File: config.mk
export PLATFORM = sky130hd
export DESIGN_NAME = dec_scan_seq
export DESIGN_NICKNAME = d
export VERILOG_FILES = /design/src/rtl/dec_scan_pkg.sv /design/src/rtl/dec_onehot.sv /design/src/rtl/dec_scan_seq.sv
export SDC_FILE = /design/constraint.sdc
export NUM_CORES = 1
export LEC_CHECK = 0
export ABC_AREA = 1
export CORE_MARGIN = 3
export CORE_UTILIZATION = 55
export CTS_CLUSTER_DIAMETER = 80
export DETAILED_ROUTE_END_ITERATION = 6
export HOLD_SLACK_MARGIN = 0.05
export PLACE_DENSITY = 0.85
export SETUP_SLACK_MARGIN = 0.05
export SYNTH_ARGS = -nofsm -noshare
export SYNTH_HDL_FRONTEND = slang
export SYNTH_SLANG_ARGS = --single-unit
File: constraint.sdc
create_clock -name clk -period 3.2 [get_ports clk]
set_input_delay 0.32 -clock clk [delete_from_list [all_inputs] [get_ports clk]]
set_output_delay 0.32 -clock clk [all_outputs]
set_load 0.03 [all_outputs]
File: src/rtl/dec_scan_pkg.sv
// Shared types for the scanning decoder: command modes, sequencer states and
// the output-width helper used to size the one-cold bus.
package dec_scan_pkg;

    typedef enum logic [1:0] {
        MODE_DIRECT    = 2'b00,
        MODE_SCAN_UP   = 2'b01,
        MODE_SCAN_DOWN = 2'b10,
        MODE_OFF       = 2'b11
    } mode_t;

    typedef enum logic [1:0] {
        ST_IDLE,
        ST_HOLD,
        ST_SCAN
    } state_t;

    function automatic int out_width(input int sel_w);
        return 1 << sel_w;
    endfunction

endpackage

File: src/rtl/dec_onehot.sv
// Combinational SEL_W-to-2^SEL_W active-low decoder; all outputs stay high
// unless the enable is asserted.
module dec_onehot
    import dec_scan_pkg::*;
#(
    parameter  int SEL_W = 3,
    localparam int OUT_W = out_width(SEL_W)
) (
    input  logic [SEL_W-1:0] sel,
    input  logic             en,
    output logic [OUT_W-1:0] y_n
);

    always_comb begin
        y_n = '1;
        if (en) begin
            y_n[sel] = 1'b0;
        end
    end

endmodule

File: src/rtl/dec_scan_seq.sv
// Registered one-cold decoder with a valid/ready command port: DIRECT holds an
// index, SCAN_UP/SCAN_DOWN sweep every index once with a programmable dwell.
module dec_scan_seq
    import dec_scan_pkg::*;
#(
    parameter  int SEL_W   = 3,
    parameter  int DWELL_W = 4,
    localparam int OUT_W   = out_width(SEL_W)
) (
    input  logic               clk,
    input  logic               rst_n,
    input  logic               en_g1,
    input  logic               en_g2a_n,
    input  logic               en_g2b_n,
    input  logic               cmd_valid,
    output logic               cmd_ready,
    input  logic [1:0]         cmd_mode,
    input  logic [SEL_W-1:0]   cmd_sel,
    input  logic [DWELL_W-1:0] cmd_dwell,
    input  logic               abort,
    output logic [OUT_W-1:0]   y_n,
    output logic [SEL_W-1:0]   sel_cur,
    output logic               busy,
    output logic               done,
    output logic               wrap
);

    localparam logic [SEL_W-1:0] SEL_MAX = {SEL_W{1'b1}};
    localparam logic [SEL_W:0]   POS_END = (SEL_W + 1)'(OUT_W);

    state_t             state, state_d;
    mode_t              mode;
    logic [SEL_W-1:0]   sel_d;
    logic [DWELL_W-1:0] dwell_cnt, dwell_cnt_d;
    logic [DWELL_W-1:0] dwell_ld, dwell_ld_d;
    logic [SEL_W:0]     pos_cnt, pos_cnt_d, pos_next;
    logic               scan_down, scan_down_d;
    logic               done_d, wrap_d;
    logic               en, accept, dec_en;
    logic [OUT_W-1:0]   y_n_d;

    assign en        = en_g1 & ~en_g2a_n & ~en_g2b_n;
    assign cmd_ready = ~abort & (state != ST_SCAN);
    assign accept    = cmd_valid & cmd_ready;
    assign mode      = mode_t'(cmd_mode);

    // The terminal step leaves the index alone and drops to IDLE instead of stepping.
    always_comb begin
        state_d     = state;
        sel_d       = sel_cur;
        dwell_cnt_d = dwell_cnt;
        dwell_ld_d  = dwell_ld;
        pos_cnt_d   = pos_cnt;
        scan_down_d = scan_down;
        done_d      = 1'b0;
        wrap_d      = 1'b0;
        pos_next    = pos_cnt + 1'b1;

        if (abort) begin
            state_d = ST_IDLE;
        end else if (accept) begin
            case (mode)
                MODE_DIRECT: begin
                    state_d = ST_HOLD;
                    sel_d   = cmd_sel;
                end
                MODE_SCAN_UP, MODE_SCAN_DOWN: begin
                    state_d     = ST_SCAN;
                    sel_d       = cmd_sel;
                    dwell_cnt_d = cmd_dwell;
                    dwell_ld_d  = cmd_dwell;
                    pos_cnt_d   = '0;
                    scan_down_d = (mode == MODE_SCAN_DOWN);
                end
                default: begin
                    state_d = ST_IDLE;
                end
            endcase
        end else if (state == ST_SCAN && en) begin
            if (dwell_cnt != '0) begin
                dwell_cnt_d = dwell_cnt - 1'b1;
            end else if (pos_next == POS_END) begin
                state_d = ST_IDLE;
                done_d  = 1'b1;
            end else begin
                sel_d       = scan_down ? sel_cur - 1'b1 : sel_cur + 1'b1;
                dwell_cnt_d = dwell_ld;
                pos_cnt_d   = pos_next;
                wrap_d      = scan_down ? (sel_cur == '0) : (sel_cur == SEL_MAX);
            end
        end
    end

    assign dec_en = en & (state_d != ST_IDLE);

    dec_onehot #(
        .SEL_W (SEL_W)
    ) u_dec (
        .sel (sel_d),
        .en  (dec_en),
        .y_n (y_n_d)
    );

    always_ff @(posedge clk or negedge rst_n) begin
        if (!rst_n) begin
            state     <= ST_IDLE;
            sel_cur   <= '0;
            dwell_cnt <= '0;
            dwell_ld  <= '0;
            pos_cnt   <= '0;
            scan_down <= 1'b0;
            y_n       <= '1;
            busy      <= 1'b0;
            done      <= 1'b0;
            wrap      <= 1'b0;
        end else begin
            state     <= state_d;
            sel_cur   <= sel_d;
            dwell_cnt <= dwell_cnt_d;
            dwell_ld  <= dwell_ld_d;
            pos_cnt   <= pos_cnt_d;
            scan_down <= scan_down_d;
            y_n       <= y_n_d;
            busy      <= (state_d == ST_SCAN);
            done      <= done_d;
            wrap      <= wrap_d;
        end
    end

endmodule

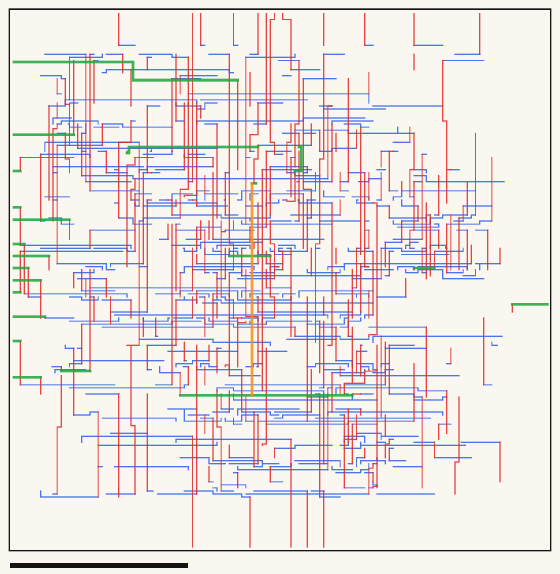
Figure 1: wiring by layer.
Scale bar: 20 µm.
legend:
  orange:
    layer: met4
    wire_length: 23.8 µm
  blue:
    layer: met1
    wire_length: 1690 µm
  green:
    layer: met3
    wire_length: 112 µm
  red:
    layer: met2
    wire_length: 1550 µm

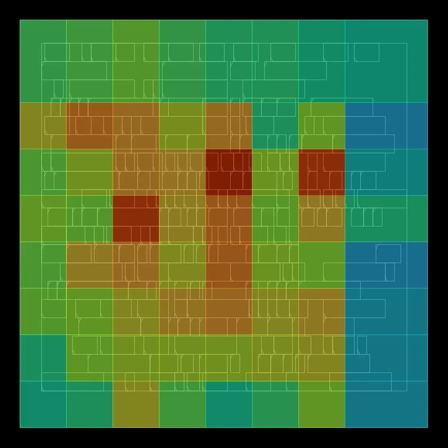
Figure 2: routing congestion map.
met2 usage in global routing: 31.6%
global route hottest layer: met2

==> flow_summary.ini <==
; generated from flow reports
[outcome]
status = finished clean

[critical_path]
critPathMaxFanout = 5
worst_setup_path_end_kind = output pin
r2r-start = dwell_cnt[0]
cp.required_ns = 2.88
worstPathBufferInverterCount = 2
critical_path_depth = 3
crit_chain = clkdlybuf4s50_1, nor2_1, clkdlybuf4s50_1
crit_end = cmd_ready
cp-start-kind = input pin
reg2reg_depth = 9

[power]
p_leak_uw = 0.000947
power.density_nw_per_um2 = 535
peakVddDrop_v = 0.000349

[die]
fp.dieH_um = 60.6
design.core.area_um2 = 2810
die_w_um = 60.6
rows = 19

[flow_run]
warnings = 29

[yosys]
synth_cell_type_count = 30
syn_avg_cell_area_um2 = 8.49
yosys.stat.seqShare_pct = 44.9
synth_flops = 29

[global_route]
grt_usage_pct = 21.2
grt-ovfl-total = 0
grt_pass1_vias = 1276
grt_max_degree = 24
antenna_found_initial = 0
use_met3_pct = 5.96

[final_timing]
hold_viol_final = 0
fin_crit_ns = 2.02
rsz0062_at_grt = no
timing.hold.ws_ns = 0.509
worst_slack_ns = 1.18

[cts]
clk_pin_slew_worst_paths_ns = 0.09
root_buffer = clkbuf_4
htree_levels = 2
clk_path_buf_depth = 2

[routing]
wirelength_um = 3370
drc = 0
via_count = 1329
dr.pass1.iters = 4

[hold_path]
whs_path_depth = 1
hp-start = dwell_ld[2]

[place]
gp_congestion = 0.823
numPlacedInstances = 254

[final_layout]
drive_gt1_share_pct = 19.0
diodes = 0
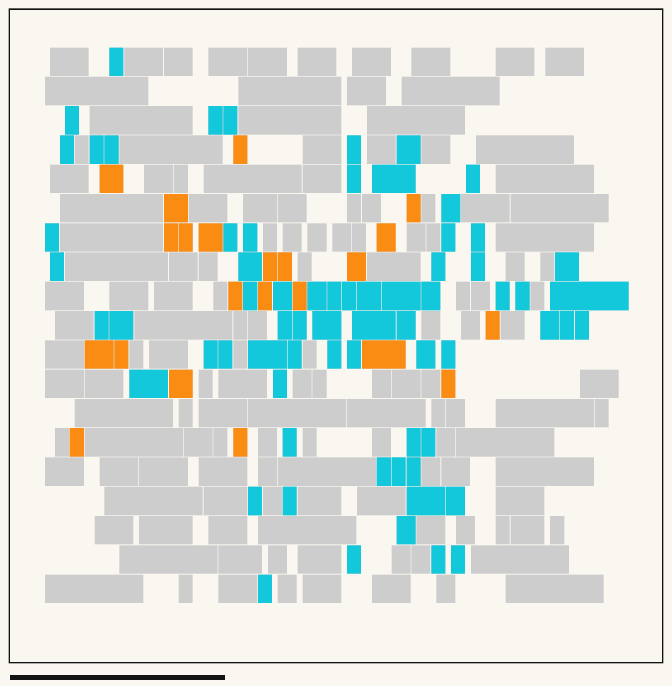
Figure 3: gate families picked out.
Scale bar: 20 µm.
legend:
  cyan:
    family: NAND gates
    cells: 69
  orange:
    family: NOR gates
    cells: 22
Commonest Layout Cell: nand2_1
logic share of the area: 38.2%
Non-Filler Instances: 262

-- report_power, final --
| part | switching (µW) | total, µW | leakage (µW) | internal [µW] |
|---|---|---|---|---|
| logic | 227 | 378 | 0.000556 | 151 |
| registers | 38.9 | 461 | 0.000350 | 422 |
| clock network | 124 | 252 | 0.0000413 | 127 |
-- routing by layer --
layer / vias to the layer above / share of wire [%]
met4: 0 / 0.68
met5: - / 0
li1: 691 / -
met3: 2 / 3.3
met1: 609 / 50
met2: 27 / 46
-- area by class of cell --
type,instances,area (µm²)
Clock buffer,7,65.1
Fill cell,221,766
Multi-Input combinational cell,135,778
Tap cell,31,38.8
Sequential cell,29,736
Clock inverter,1,5.00
Timing Repair Buffer,32,315
Inverter,27,101
-- cells by family (layout without fill, tap and decap cells) --
family / Yosys count / count (layout) / share of synthesized area (%)
and+or+nand+nor: 91 / 91 / 27.4
AOI/OAI and AO/OA: 32 / 32 / 11.0
DFF: 29 / 29 / 44.9
buffers and inverters: 29 / 67 / 7.56
adders and majority gates: 7 / 7 / 5.81
muxes: 4 / 4 / 2.75
xor gates and xnor gates: 1 / 1 / 0.535
-- Yosys cell counts --
| cell type | n | area share, % |
|---|---|---|
| nand2_1 | 47 | 11 |
| inv_1 | 23 | 5.3 |
| dfrtp_1 | 21 | 32 |
| o21ai_0 | 18 | 5.5 |
| nor2_1 | 14 | 3.2 |
| nand3_1 | 9 | 2.7 |
| a21oi_1 | 8 | 2.4 |
| dfstp_2 | 8 | 13 |
| ha_1 | 6 | 4.6 |
| inv_2 | 4 | 0.92 |
| mux2_2 | 4 | 2.7 |
| nand2_2 | 4 | 1.5 |
| nand3_2 | 4 | 2.4 |
| nor2_2 | 4 | 1.5 |
| buf_6 | 2 | 1.4 |
| nand2_4 | 2 | 1.4 |
| nor3_1 | 2 | 0.61 |
| a21boi_0 | 1 | 0.46 |
| a21oi_2 | 1 | 0.53 |
| fa_1 | 1 | 1.2 |
| nand3b_1 | 1 | 0.46 |
| nand3b_4 | 1 | 1.2 |
| nand4_1 | 1 | 0.38 |
| nor2_4 | 1 | 0.69 |
| nor3b_1 | 1 | 0.46 |
| o211ai_1 | 1 | 0.46 |
| o21bai_1 | 1 | 0.46 |
| o22ai_1 | 1 | 0.38 |
| o22ai_2 | 1 | 0.76 |
| xnor2_1 | 1 | 0.53 |
-- cells in the final DEF (no fill, tap or decap), types with 2 or more instances in the layout --
| master | count |
|---|---|
| nand2_1 | 47 |
| clkdlybuf4s50_1 | 30 |
| inv_1 | 23 |
| dfrtp_1 | 21 |
| o21ai_0 | 18 |
| nor2_1 | 14 |
| nand3_1 | 9 |
| a21oi_1 | 8 |
| dfstp_2 | 8 |
| ha_1 | 6 |
| clkbuf_4 | 5 |
| nor2_2 | 4 |
| inv_2 | 4 |
| nand3_2 | 4 |
| nand2_2 | 4 |
| mux2_2 | 4 |
| nand2_4 | 2 |
| nor3_1 | 2 |
| clkbuf_8 | 2 |
| buf_4 | 2 |
-- registers in the layout, indices dropped and copies added (netlist names) --
signal     cells
busy           1
done           1
dwell_cnt      4
dwell_ld       4
pos_cnt        4
scan_down      1
sel_cur        3
state          2
wrap           1
y_n            8
Power figures rest on the tool's default switching activity, not on a simulated workload.
